Run 1, sequential cells coloured by netlist name:
Other sequential cells in the stronger grey, the rest of the logic in the fainter grey.
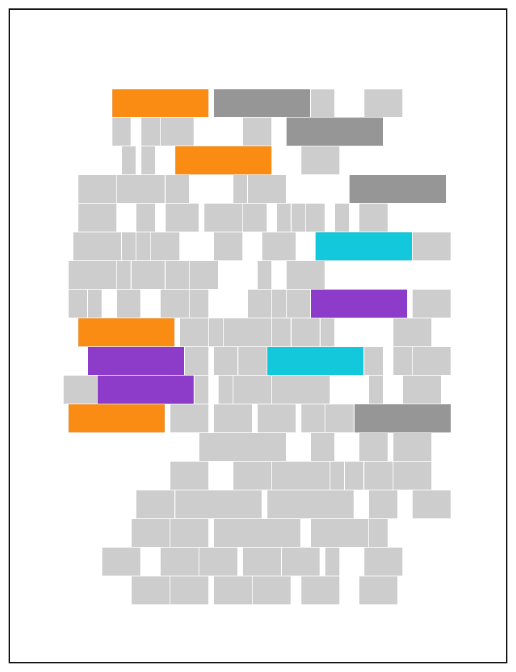
Run 1, pin placement:
Pins as bars across the die edge, other pins in grey.
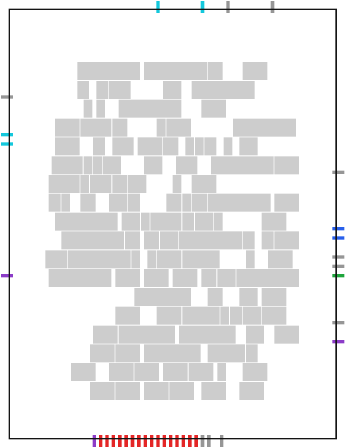
Run 1, congestion heat map:
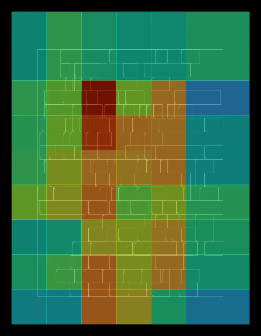
===== src/rtl/judge_pkg.sv =====
// judge_pkg
//   Shared encodings for the keypad answer judge.
//   - ST_* : 2-bit FSM state encodings (COLLECT, JUDGE, PASS, FAIL)
//   - DIGIT_W : width of one keypad digit / one secret nibble
//   - CNT_W   : width of the wrong-attempt counter
package judge_pkg;

  localparam int DIGIT_W = 4;
  localparam int CNT_W   = 4;

  localparam logic [1:0] ST_COLLECT = 2'd0;
  localparam logic [1:0] ST_JUDGE   = 2'd1;
  localparam logic [1:0] ST_PASS    = 2'd2;
  localparam logic [1:0] ST_FAIL    = 2'd3;

endpackage


===== src/rtl/answer_judge.sv =====
// answer_judge
//   Collects DIGITS keypad digits, compares them (most-significant nibble of
//   `secret` first) and judges each completed attempt. A correct attempt ends
//   the game in PASS; each wrong attempt pulses wrong_pulse for one cycle and
//   bumps wrong_count, and reaching MAX_WRONG ends the game in FAIL.
//
// Ports
//   clk          in   system clock, posedge
//   reset        in   asynchronous, active-low; clears all state
//   key_valid    in   one-cycle strobe, key_code carries a new digit
//   key_code     in   4-bit digit (any 4-bit value is compared as-is)
//   key_clear    in   one-cycle strobe, discard the partial entry
//   secret       in   4*DIGITS code, digit 0 in the MS nibble, stable during entry
//   wrong_pulse  out  one cycle per judged wrong attempt
//   wrong_count  out  wrong attempts so far, saturates at MAX_WRONG
//   digit_idx    out  digits accepted in the current attempt
//   pass         out  sticky, correct code entered
//   fail         out  sticky, MAX_WRONG wrong attempts reached
//   state_dbg    out  current FSM state (judge_pkg ST_* encoding)
//
// Key strobes carry no ready: the judge can take a digit on every cycle while
// in COLLECT. A strobe that lands in JUDGE, PASS or FAIL is dropped, and
// key_clear beats a key_valid presented in the same cycle.
module answer_judge
  import judge_pkg::*;
#(
  parameter int DIGITS    = 4,
  parameter int MAX_WRONG = 10
) (
  input  logic                      clk,
  input  logic                      reset,
  input  logic                      key_valid,
  input  logic [3:0]                key_code,
  input  logic                      key_clear,
  input  logic [4*DIGITS-1:0]       secret,
  output logic                      wrong_pulse,
  output logic [3:0]                wrong_count,
  output logic [2:0]                digit_idx,
  output logic                      pass,
  output logic                      fail,
  output logic [1:0]                state_dbg
);

  localparam logic [2:0]       LAST_IDX = 3'(DIGITS - 1);
  localparam logic [CNT_W-1:0] MAX_CNT  = CNT_W'(MAX_WRONG);

  logic [1:0]         state;
  logic               mismatch;
  logic [DIGIT_W-1:0] cur_digit;
  logic               key_bad;
  logic [CNT_W-1:0]   count_inc;

  // Secret digit that the next key is compared against, MS nibble first.
  always_comb begin
    cur_digit = secret[DIGIT_W*(DIGITS-1-int'({29'd0, digit_idx})) +: DIGIT_W];
    key_bad   = (key_code != cur_digit);
    count_inc = wrong_count + CNT_W'(1);
  end

  assign state_dbg = state;

  always_ff @(posedge clk or negedge reset) begin
    if (!reset) begin
      state       <= ST_COLLECT;
      mismatch    <= 1'b0;
      digit_idx   <= 3'd0;
      wrong_pulse <= 1'b0;
      wrong_count <= '0;
      pass        <= 1'b0;
      fail        <= 1'b0;
    end else begin
      // The pulse is only ever raised by the JUDGE branch below.
      wrong_pulse <= 1'b0;
      case (state)
        ST_COLLECT: begin
          if (key_clear) begin
            digit_idx <= 3'd0;
            mismatch  <= 1'b0;
          end else if (key_valid) begin
            // Mismatch accumulates across the whole attempt; the verdict is
            // deferred to JUDGE so every digit is always collected.
            mismatch <= mismatch | key_bad;
            if (digit_idx == LAST_IDX) begin
              digit_idx <= 3'd0;
              state     <= ST_JUDGE;
            end else begin
              digit_idx <= digit_idx + 3'd1;
            end
          end
        end

        ST_JUDGE: begin
          if (!mismatch) begin
            pass  <= 1'b1;
            state <= ST_PASS;
          end else begin
            wrong_pulse <= 1'b1;
            mismatch    <= 1'b0;
            // JUDGE is never entered once the count reached MAX_CNT, so the
            // increment cannot pass it; the guard keeps that explicit.
            if (wrong_count != MAX_CNT) begin
              wrong_count <= count_inc;
            end
            if (count_inc >= MAX_CNT) begin
              fail  <= 1'b1;
              state <= ST_FAIL;
            end else begin
              state <= ST_COLLECT;
            end
          end
        end

        // Terminal until reset: keys ignored, outputs hold.
        ST_PASS: state <= ST_PASS;
        ST_FAIL: state <= ST_FAIL;

        default: state <= ST_COLLECT;
      endcase
    end
  end

endmodule


===== config.mk =====
export PLATFORM = sky130hd
export DESIGN_NAME = answer_judge
export DESIGN_NICKNAME = d
export VERILOG_FILES = /design/src/rtl/judge_pkg.sv /design/src/rtl/answer_judge.sv
export SDC_FILE = /design/constraint.sdc
export NUM_CORES = 1
export LEC_CHECK = 0
export CAP_MARGIN = 15
export CORE_ASPECT_RATIO = 1.4
export CORE_MARGIN = 5
export CORE_UTILIZATION = 44
export CTS_CLUSTER_DIAMETER = 50
export DETAILED_ROUTE_END_ITERATION = 10
export HOLD_SLACK_MARGIN = 0.06
export PLACE_DENSITY_LB_ADDON = 0.25
export SYNTH_ARGS = -nofsm -noshare
export SYNTH_HDL_FRONTEND = slang
export SYNTH_SLANG_ARGS = --single-unit

===== constraint.sdc =====
create_clock -name clk -period 3.9 [get_ports clk]
set_input_delay 0.78 -clock clk [delete_from_list [all_inputs] [get_ports clk]]
set_output_delay 0.78 -clock clk [all_outputs]
set_load 0.01 [all_outputs]

==> deck_impl_summary.md, run 1 <==
Physical Implementation Snapshot

Outcome
  • Status: completed

Clocking
  • Worst-path clk slew: 0.08 ns
  • Hold_buf cts: 0

Yosys
  • Number of enable flip-flop cells: 0
  • Yosys synthesis chip area: 845.8 sq um
  • Simple-Gate Area Share: 17.16%
  • Mapped Nets: 110
  • Yosys warns: 0

Global routing
  • Initial antenna violation count: 0

Power and ir drop
  • Leakage: 0.0005105 uW
  • Pwr per Cell Area: 393.8 nW/um^2

Finish
  • Post-Layout Cell Count: 139
  • Final nets: 148
  • FILL cells: 141

Worst hold path
  • Worst-case hold path end point: fail
  • Hold Path Stages: 1
  • Hold Path Class: reg -> reg
  • Min-delay src: fail

Final timing
  • Final setup fails: 0
  • Setup tns final: 0 ns
  • Final Max Slew Viols: 0

Detailed routing
  • WL final: 1989 microns
  • Total iterations of the first detailed-routing run: 4
  • DR vias: 763

Setup path
  • Peak fanout along the critical path: 8
  • CP Cell Sequence: clkdlybuf4s50_1
  • Worst reg2reg endpoint: mismatch
  • Buffer-and-inverter tally for the worst setup path: 1

Place
  • Area after DPL: 1206 sq um
  • Cells after DPL: 135

Floorplanning
  • Boundary Pins: 36
## Picture notes: 'sequential cells coloured by netlist name'
`wrong_count`: drawn in orange, sequential cells 4. `state_dbg`: drawn in cyan, sequential cells 2. `digit_idx`: drawn in purple, sequential cells 3.
Another 4 sequential cells are not coloured.

## Picture notes: 'pin placement'
`secret`: drawn in red, pins 16, direction input, edge south. `wrong_count`: drawn in cyan, pins 4, direction output, edge 2 west, 2 north. `state_dbg`: drawn in blue, pins 2, direction output, edge east. `reset`: drawn in green, pins 1, direction input, edge east. `digit_idx`: drawn in purple, pins 3, direction output, edge 1 west, 1 south, 1 east.
All pins by edge: 20 south, 8 east, 4 west, 4 north.
Die Wd: 47.06 microns
port bufs: 35

## Picture notes: 'congestion heat map'
wire per inst: 14.31 microns
met2 Resource Use GR: 27.77%
final core utilization: 68.40%
routing usage on met1: 20.77%

## run 1: cell families after synthesis
group,count (synthesis)
compound gates,20
mux,6
buf+inv,8
flops,13
xor+xnor,3
simple gates,28
fa+ha+maj,4
## run 1: report_power, final
group	total (uW)	switching, uW	internal, uW
registers	201	43.9	157
clock network	81.3	41.8	39.5
logic	203	71.0	132
## run 1: layer usage
metal	routed length [microns]	track usage, %
met2	1068	27.77
met3	95	3.170
met1	806	20.77
met5	0	0
met4	19	4.743
## run 1: cell type report
cell class / count / area, sq um / share of cell area [%]
timing repair buffer: 35 / 350.3 / 28.43
inverter: 6 / 22.52 / 1.827
multi-input combinational: 61 / 483.0 / 39.19
sequential: 13 / 325.3 / 26.40
clock buffer: 4 / 26.28 / 2.132
tap: 20 / 25.02 / 2.030
## run 1: sequential cells by signal (all words and copies together) (netlist names)
name and cells:
wrong_count 4, digit_idx 3, state_dbg 2, fail 1, mismatch 1, pass 1
wrong_pulse 1
## run 1: per-stage QoR
step / util, % / total power [uW] / hold WS (ns)
2_1_floorplan: - / 328.7 / 0.4781
3_3_place_gp: 66.94 / 402.8 / 0.4522
3_5_place_dp: 66.94 / 407.8 / 0.4571
4_1_cts: 68.40 / 489.8 / 0.4748
5_1_grt: 68.40 / 523.7 / 0.4946
6_report: 68.40 / 485.3 / 0.4656
## run 1: cell usage in the layout (no fill, tap or decap), types with 2 or more instances in the layout
master	instances
ha_1	4
nand2b_1	2
mux2_4	2
nand2_1	6
clkdlybuf4s50_1	35
nor2b_1	2
o211ai_1	4
inv_1	6
nand3_1	2
dfrtp_1	13
a31oi_1	2
clkbuf_4	3
mux4_2	4
or2_2	2
nor2_1	6
nand4_1	2
o21ai_0	6
nor3_1	2
xnor2_1	2
## run 1: how the worst max path moves through the flow
stage                            start            to  depth (start not counted)
after global routing      digit_idx[0]  digit_idx[0]                          1
after floorplan              secret[1]      mismatch                          4
final                     digit_idx[0]  digit_idx[0]                          1
after CTS                 digit_idx[0]  digit_idx[0]                          1
after global placement       secret[1]      mismatch                          5
after detailed placement     secret[1]      mismatch                          5
Run 1, clock distribution:
The bar under the picture is 10 microns long.
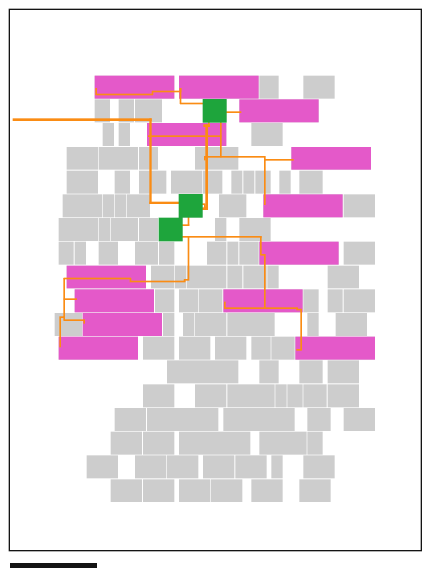

==> run 1 -> run 2 <==
- CORE_UTILIZATION: 44 -> 41
- clock period: 3.9 -> 2.3 ns (I/O delays scaled with it)
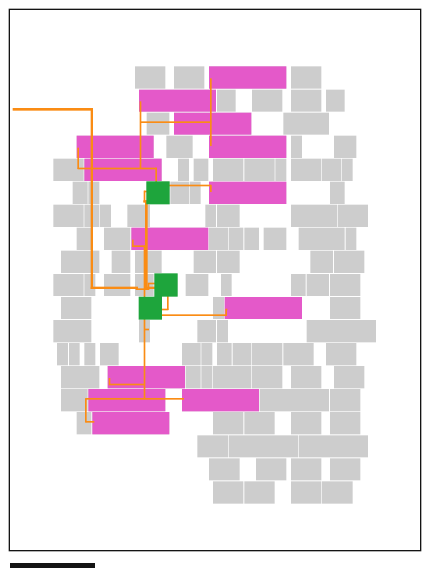
Run 2: clock distribution
The bar under the picture is 10 microns long.
flip-flops: drawn in magenta, count 13. clock-net drivers: drawn in green, count 3. clock wires: drawn in orange, length 154 microns.
There are 4 routed clock nets.

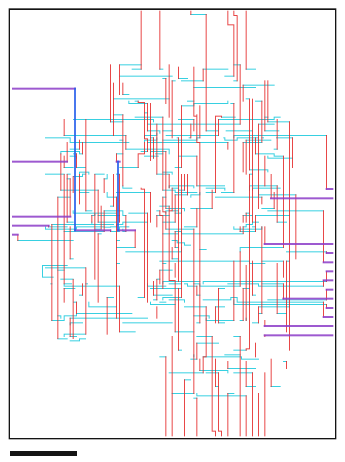
Run 2: wiring by layer
The bar under the picture is 10 microns long.
M4: drawn in blue, wire length 31.3 microns. M1: drawn in cyan, wire length 809 microns. M2: drawn in red, wire length 1130 microns. M3: drawn in purple, wire length 94.3 microns.

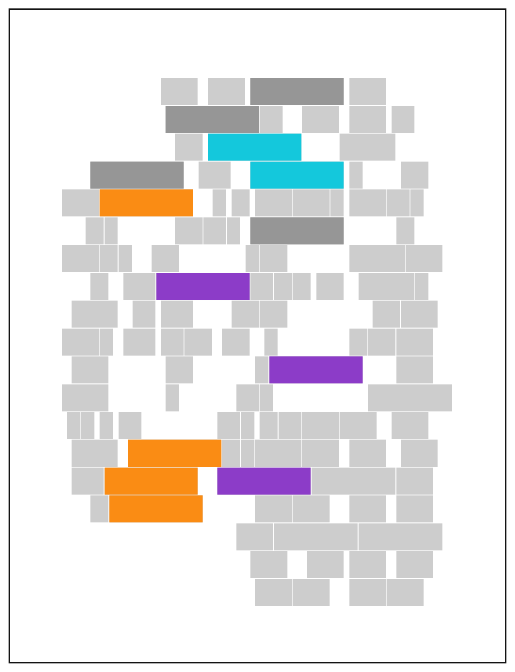
Run 2: sequential cells coloured by netlist name
Other sequential cells in the stronger grey, the rest of the logic in the fainter grey.
Seq. pwr: 341 uW
Reg area: 325.3 sq um
final core utilization: 62.52%
fraction of standard cell area that is sequential: 26.37%

==> deck_impl_summary.md, run 2 <==
Physical Implementation Snapshot

Outcome
  • Status: completed (unchanged)

Finish
  • Top Layout Cells: clkdlybuf4s50_1 (35), dfrtp_1 (13) (unchanged)
  • Post-Layout Cell Count: 140 (was 139)
  • Most frequent logic cell in the layout: clkdlybuf4s50_1 (unchanged)
  • Reg with most FFs: wrong_count (unchanged)
  • Number of flip-flops in the largest register: 4 (unchanged)

Power and ir drop
  • Pwr per Cell Area: 670.0 nW/um^2 (was 393.8 nW/um^2)
  • Total power: 826.5 uW (was 485.3 uW)
  • Net Switching: 268.7 uW (was 156.7 uW)
  • Switching Fraction: 32.51% (was 32.28%)
  • Sequential Power Share: 41.2% (was 41.3%)
  • Leakage: 0.0005105 uW (unchanged)
  • Cell Int Power: 557.8 uW (was 328.6 uW)
  • Logic pwr share: 42.4% (was 41.9%)
  • Clock share of power: 16.3% (was 16.8%)

Clocking
  • Worst-path clk slew: 0.08 ns (about the same)
  • Hold_buf cts: 0 (unchanged)

Worst hold path
  • Hold Path Class: reg -> reg (unchanged)
  • Hold Path Stages: 1 (unchanged)
  • Worst-case hold path end point: fail (unchanged)

Yosys
  • Simple-Gate Area Share: 17.16% (unchanged)
  • Yosys synthesis chip area: 845.8 sq um (unchanged)
  • Yosys warns: 0 (unchanged)
  • Mapped Nets: 110 (unchanged)
  • Number of enable flip-flop cells: 0 (unchanged)

Detailed routing
  • Wire per inst: 14.74 microns (was 14.31 microns)
  • DR vias: 766 (was 763)
  • WL final: 2063 microns (was 1989 microns)
  • Total iterations of the first detailed-routing run: 4 (unchanged)

Setup path
  • Peak fanout along the critical path: 8 (unchanged)
  • CP Cell Sequence: clkdlybuf4s50_1 (unchanged)
  • Critical Path Max Stage Delay: 0.61 ns (was 0.62 ns)
  • Buffer-and-inverter tally for the worst setup path: 1 (unchanged)

Final timing
  • Setup tns final: 0 ns (unchanged)
  • Final setup fails: 0 (unchanged)
  • Period utilisation layout: 82.32%
  • Hold WS: 0.4697 ns (was 0.4656 ns)
  • Final Max Slew Viols: 0 (unchanged)

Floorplanning
  • Boundary Pins: 36 (unchanged)
  • Die Wd: 48.39 microns (was 47.06 microns)

Place
  • Cells after DPL: 136 (was 135)
  • Port bufs: 35 (unchanged)

Global routing
  • Initial antenna violation count: 0 (unchanged)
## run 2: cell counts in the layout (fill, tap and decap cells not counted)
Identical to the previous run, type by type.
## run 2: kinds of logic after synthesis
family | Yosys count
simple gates | 28
xor+xnor | 3
fa+ha+maj | 4
buf+inv | 8
flops | 13
mux | 6
compound gates | 20
## run 2: how the worst max path moves through the flow
stage                       startpoint           end  slack, ns  cells after the start
final                     digit_idx[0]  digit_idx[0]       0.41                      1
after global routing      digit_idx[0]      mismatch       0.29                      4
after global placement       secret[1]      mismatch       0.23                      5
after floorplan           digit_idx[0]      mismatch       0.56                      5
after detailed placement     secret[3]      mismatch       0.20                      5
after CTS                 digit_idx[0]  digit_idx[0]       0.38                      1
## run 2: cell type report
class	count	area (sq um)	area share (%)
clock buffer	4	26.28	2.130
inverter	6	22.52	1.826
multi-input combinational	61	483.0	39.15
sequential	13	325.3	26.37
tap	21	26.28	2.130
timing repair buffer	35	350.3	28.40
## run 2: per-stage QoR
stage | utilization (%) | cell area [sq um]
2_1_floorplan | - | 845.8
3_3_place_gp | 61.19 | 1207
3_5_place_dp | 61.19 | 1207
4_1_cts | 62.52 | 1234
5_1_grt | 62.52 | 1234
6_report | 62.52 | 1234
## run 2: power by group through the flow
stage	clock, uW	combinational [uW]	sequential (uW)
floorplan	0	225	332
global placement	0	347	344
detailed placement	0	357	347
CTS	139	358	343
global route	146	386	354
finish	135	351	341
## run 2: metal layers
metal  up-vias  routed length (microns)  GRT usage, %  part of all wire (%)
met2        20                     1128         26.96                    55
met4         0                       31         5.190                   1.5
met3         4                       94         3.023                   4.6
met5         -                        0             0                     0
met1       370                      808         14.92                    39
li1        372                        -             -                     -
## run 2: worst reg2reg max path, stage by stage (launching register included)
cell and delay (ns):
dfrtp_1 0.56, mux4_2 0.57, mux2_4 0.31, a211oi_1 0.19
o211ai_1 0.12
Run 2, pin placement:
Pins as bars across the die edge, other pins in grey.
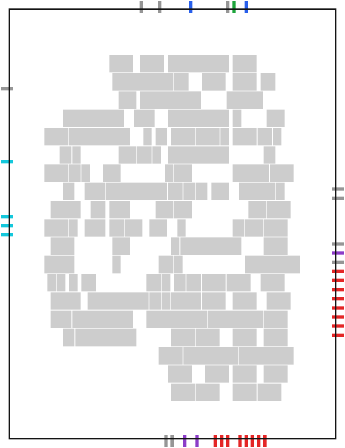

==> run 2 -> run 3 <==
- CORE_UTILIZATION: 41 -> 37
- clock period: 2.3 -> 1.7 ns (I/O delays scaled with it)
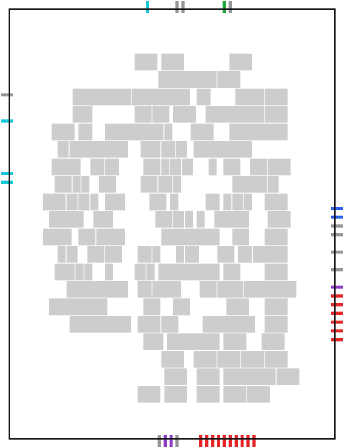
Run 3: pin placement
Pins as bars across the die edge, other pins in grey.
Die Wd: 50.41 microns
Die H: 66.57 microns

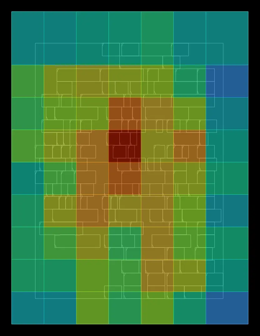
Run 3: congestion heat map
met2 Resource Use GR: 29.40%
routing usage on met1: 14.81%
Global Route Usage Sum: 15.01%
final core utilization: 60.57%

==> deck_impl_summary.md, run 3 <==
Physical Implementation Snapshot

Outcome
  • Status: finished with violations (was completed)
  • Violated checks: setup timing

Detailed routing
  • Total iterations of the first detailed-routing run: 2 (was 4)
  • Wire per inst: 15.51 microns (was 14.74 microns)
  • DR vias: 807 (was 766)
  • WL final: 2327 microns (was 2063 microns)
  • Post-route antenna net violation count: 0 (unchanged)

Final timing
  • Final Max Slew Viols: 0 (unchanged)
  • Setup WS post-layout: -0.02114 ns (was 0.4066 ns)
  • Period utilisation layout: 101.2%
  • FMAX: 581.0 MHz
  • Final setup fails: 1 (was 0)

Yosys
  • Synthesized flop and latch total: 13 (unchanged)
  • Yosys synthesis chip area: 845.8 sq um (unchanged)
  • Mapped Nets: 110 (unchanged)
  • Synth Seq Share: 38.46% (unchanged)
  • Number of enable flip-flop cells: 0 (unchanged)
  • Yosys warns: 0 (unchanged)

Setup path
  • Critical Path Max Stage Delay: 0.50 ns (was 0.61 ns)
  • Worst Setup SP: digit_idx[0] (unchanged)
  • Peak fanout along the critical path: 4 (was 8)
  • CP required: 1.84 ns (about the same)
  • CP Cell Sequence: buf_4 -> mux4_2 -> mux2_4 -> a211oi_2 -> o211ai_1 (was clkdlybuf4s50_1)

Finish
  • Fraction of layout cells with a size suffix above 1: 21.09% (was 10.92%)
  • Number of flip-flops in the largest register: 4 (unchanged)
  • Fin area: 1319 sq um (was 1234 sq um)
  • Most frequent logic cell in the layout: clkdlybuf4s50_1 (unchanged)
  • Final nets: 157 (was 148)
  • Reg with most FFs: wrong_count (unchanged)
  • Top Layout Cells: clkdlybuf4s50_1 (33), dfrtp_1 (10), buf_4 (8) (was clkdlybuf4s50_1 (35), dfrtp_1 (13))

Floorplanning
  • Std cell rows: 20 (was 19)
  • Boundary Pins: 36 (unchanged)

Place
  • Port bufs: 35 (unchanged)
  • Gpl congestion: 0.7178 (was 0.6959)
  • Area after DPL: 1244 sq um (was 1207 sq um)

Power and ir drop
  • Pwr per Cell Area: 951.4 nW/um^2 (was 670.0 nW/um^2)
  • Leakage: 0.0005680 uW (was 0.0005105 uW)

Global routing
  • Initial antenna violation count: 0 (unchanged)
  • Largest net degree at the start of global routing: 14 (unchanged)

Clocking
  • Worst-path clk slew: 0.08 ns (about the same)
  • Clock buffer depth: 2 (unchanged)

Worst hold path
  • Hold Path Class: in -> async (was reg -> reg)
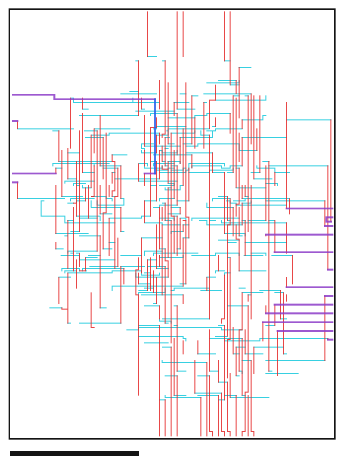
Run 3: wiring by layer
The bar under the picture is 20 microns long.
M3: drawn in purple, wire length 111 microns. M1: drawn in cyan, wire length 878 microns. M2: drawn in red, wire length 1330 microns. M4: drawn in blue, wire length 11.6 microns.

-- run 3: cell count changes in the layout (fill, tap and decap cells not counted) --
cell             before  now
buf_4                 0    8
dfrtp_1              13   10
ha_2                  0    1
dlymetal6s2s_1        0    1
buf_6                 0    1
dlygate4sd2_1         0    1
ha_1                  4    3
a211oi_1              1    0
clkdlybuf4s50_1      35   33
dfrtp_2               0    3
a211oi_2              0    1
-- run 3: final timing paths --
path	to	cells after the start
min	wrong_pulse	1
min reg2reg	pass	1
max reg2reg	mismatch	5
min in group clk	pass	1
max	mismatch	5
max in group asynchronous	digit_idx[1]	1
-- run 3: what timing repair did --
| item | in CTS | in global routing |
|---|---|---|
| pin swaps | 1 | 2 |
| buffers inserted | 3 | 2 |
| resized | 3 | 4 |
| hold buffers | 0 | 0 |
| setup endpoints to repair | 4 | 6 |
-- run 3: metal layers --
metal | track usage [%] | vias to the layer above | part of all wire, %
met5 | 0 | - | 0
met3 | 3.803 | 2 | 4.7
met1 | 14.81 | 396 | 38
li1 | - | 392 | -
met4 | 4.792 | 0 | 0.47
met2 | 29.40 | 17 | 57
-- run 3: final cells by class --
class                   instances  area (sq um)
inverters                       6         22.52
flip-flops and latches         13         329.1
multi-input cells              61         490.5
repair buffers                 44         422.9
fillers                       189         858.3
well taps                      22         27.53
clock buffers                   4         26.28
-- run 3: per-stage QoR --
step                setup WS [ns]  std cells  TNS [ns]  total power [uW]  hold slack [ns]
CTS                     0.0003905        148         0              1228           0.4479
detailed placement        -0.2616        141   -0.2616             994.4           0.4626
global placement          -0.2103        141   -0.2103             979.3           0.4533
global route              -0.1211        150   -0.1652              1345           0.4978
finish                   -0.02114        150  -0.02114              1255           0.4464
floorplan                -0.01155         82  -0.01155             760.1          0.04441
-- run 3: kinds of logic (layout without fill, tap and decap cells) --
group,count (synthesis),after routing,synth area share (%)
simple gates,28,28,17.16
fa+ha+maj,4,4,5.917
mux,6,6,14.20
flops,13,13,38.46
compound gates,20,20,16.72
buf+inv,8,54,4.437
xor+xnor,3,3,3.107
-- run 3: critical path, delay by kind of cell (launching register included) --
| kind | cells | cell delay, ns |
|---|---|---|
| AND-OR/OR-AND | 2 | 0.26 |
| buffers and inverters | 1 | 0.12 |
| flip-flops | 1 | 0.39 |
| multiplexers | 2 | 0.82 |
-- run 3: power breakdown --
| group | internal [uW] | leakage (uW) | switching [uW] |
|---|---|---|---|
| registers | 365 | 0.000171 | 63.0 |
| logic | 396 | 0.000382 | 247 |
| clock network | 90.8 | 0.0000150 | 93.8 |
| total | 851 | 0.000568 | 403 |
Power figures rest on the tool's default switching activity, not on a simulated workload.
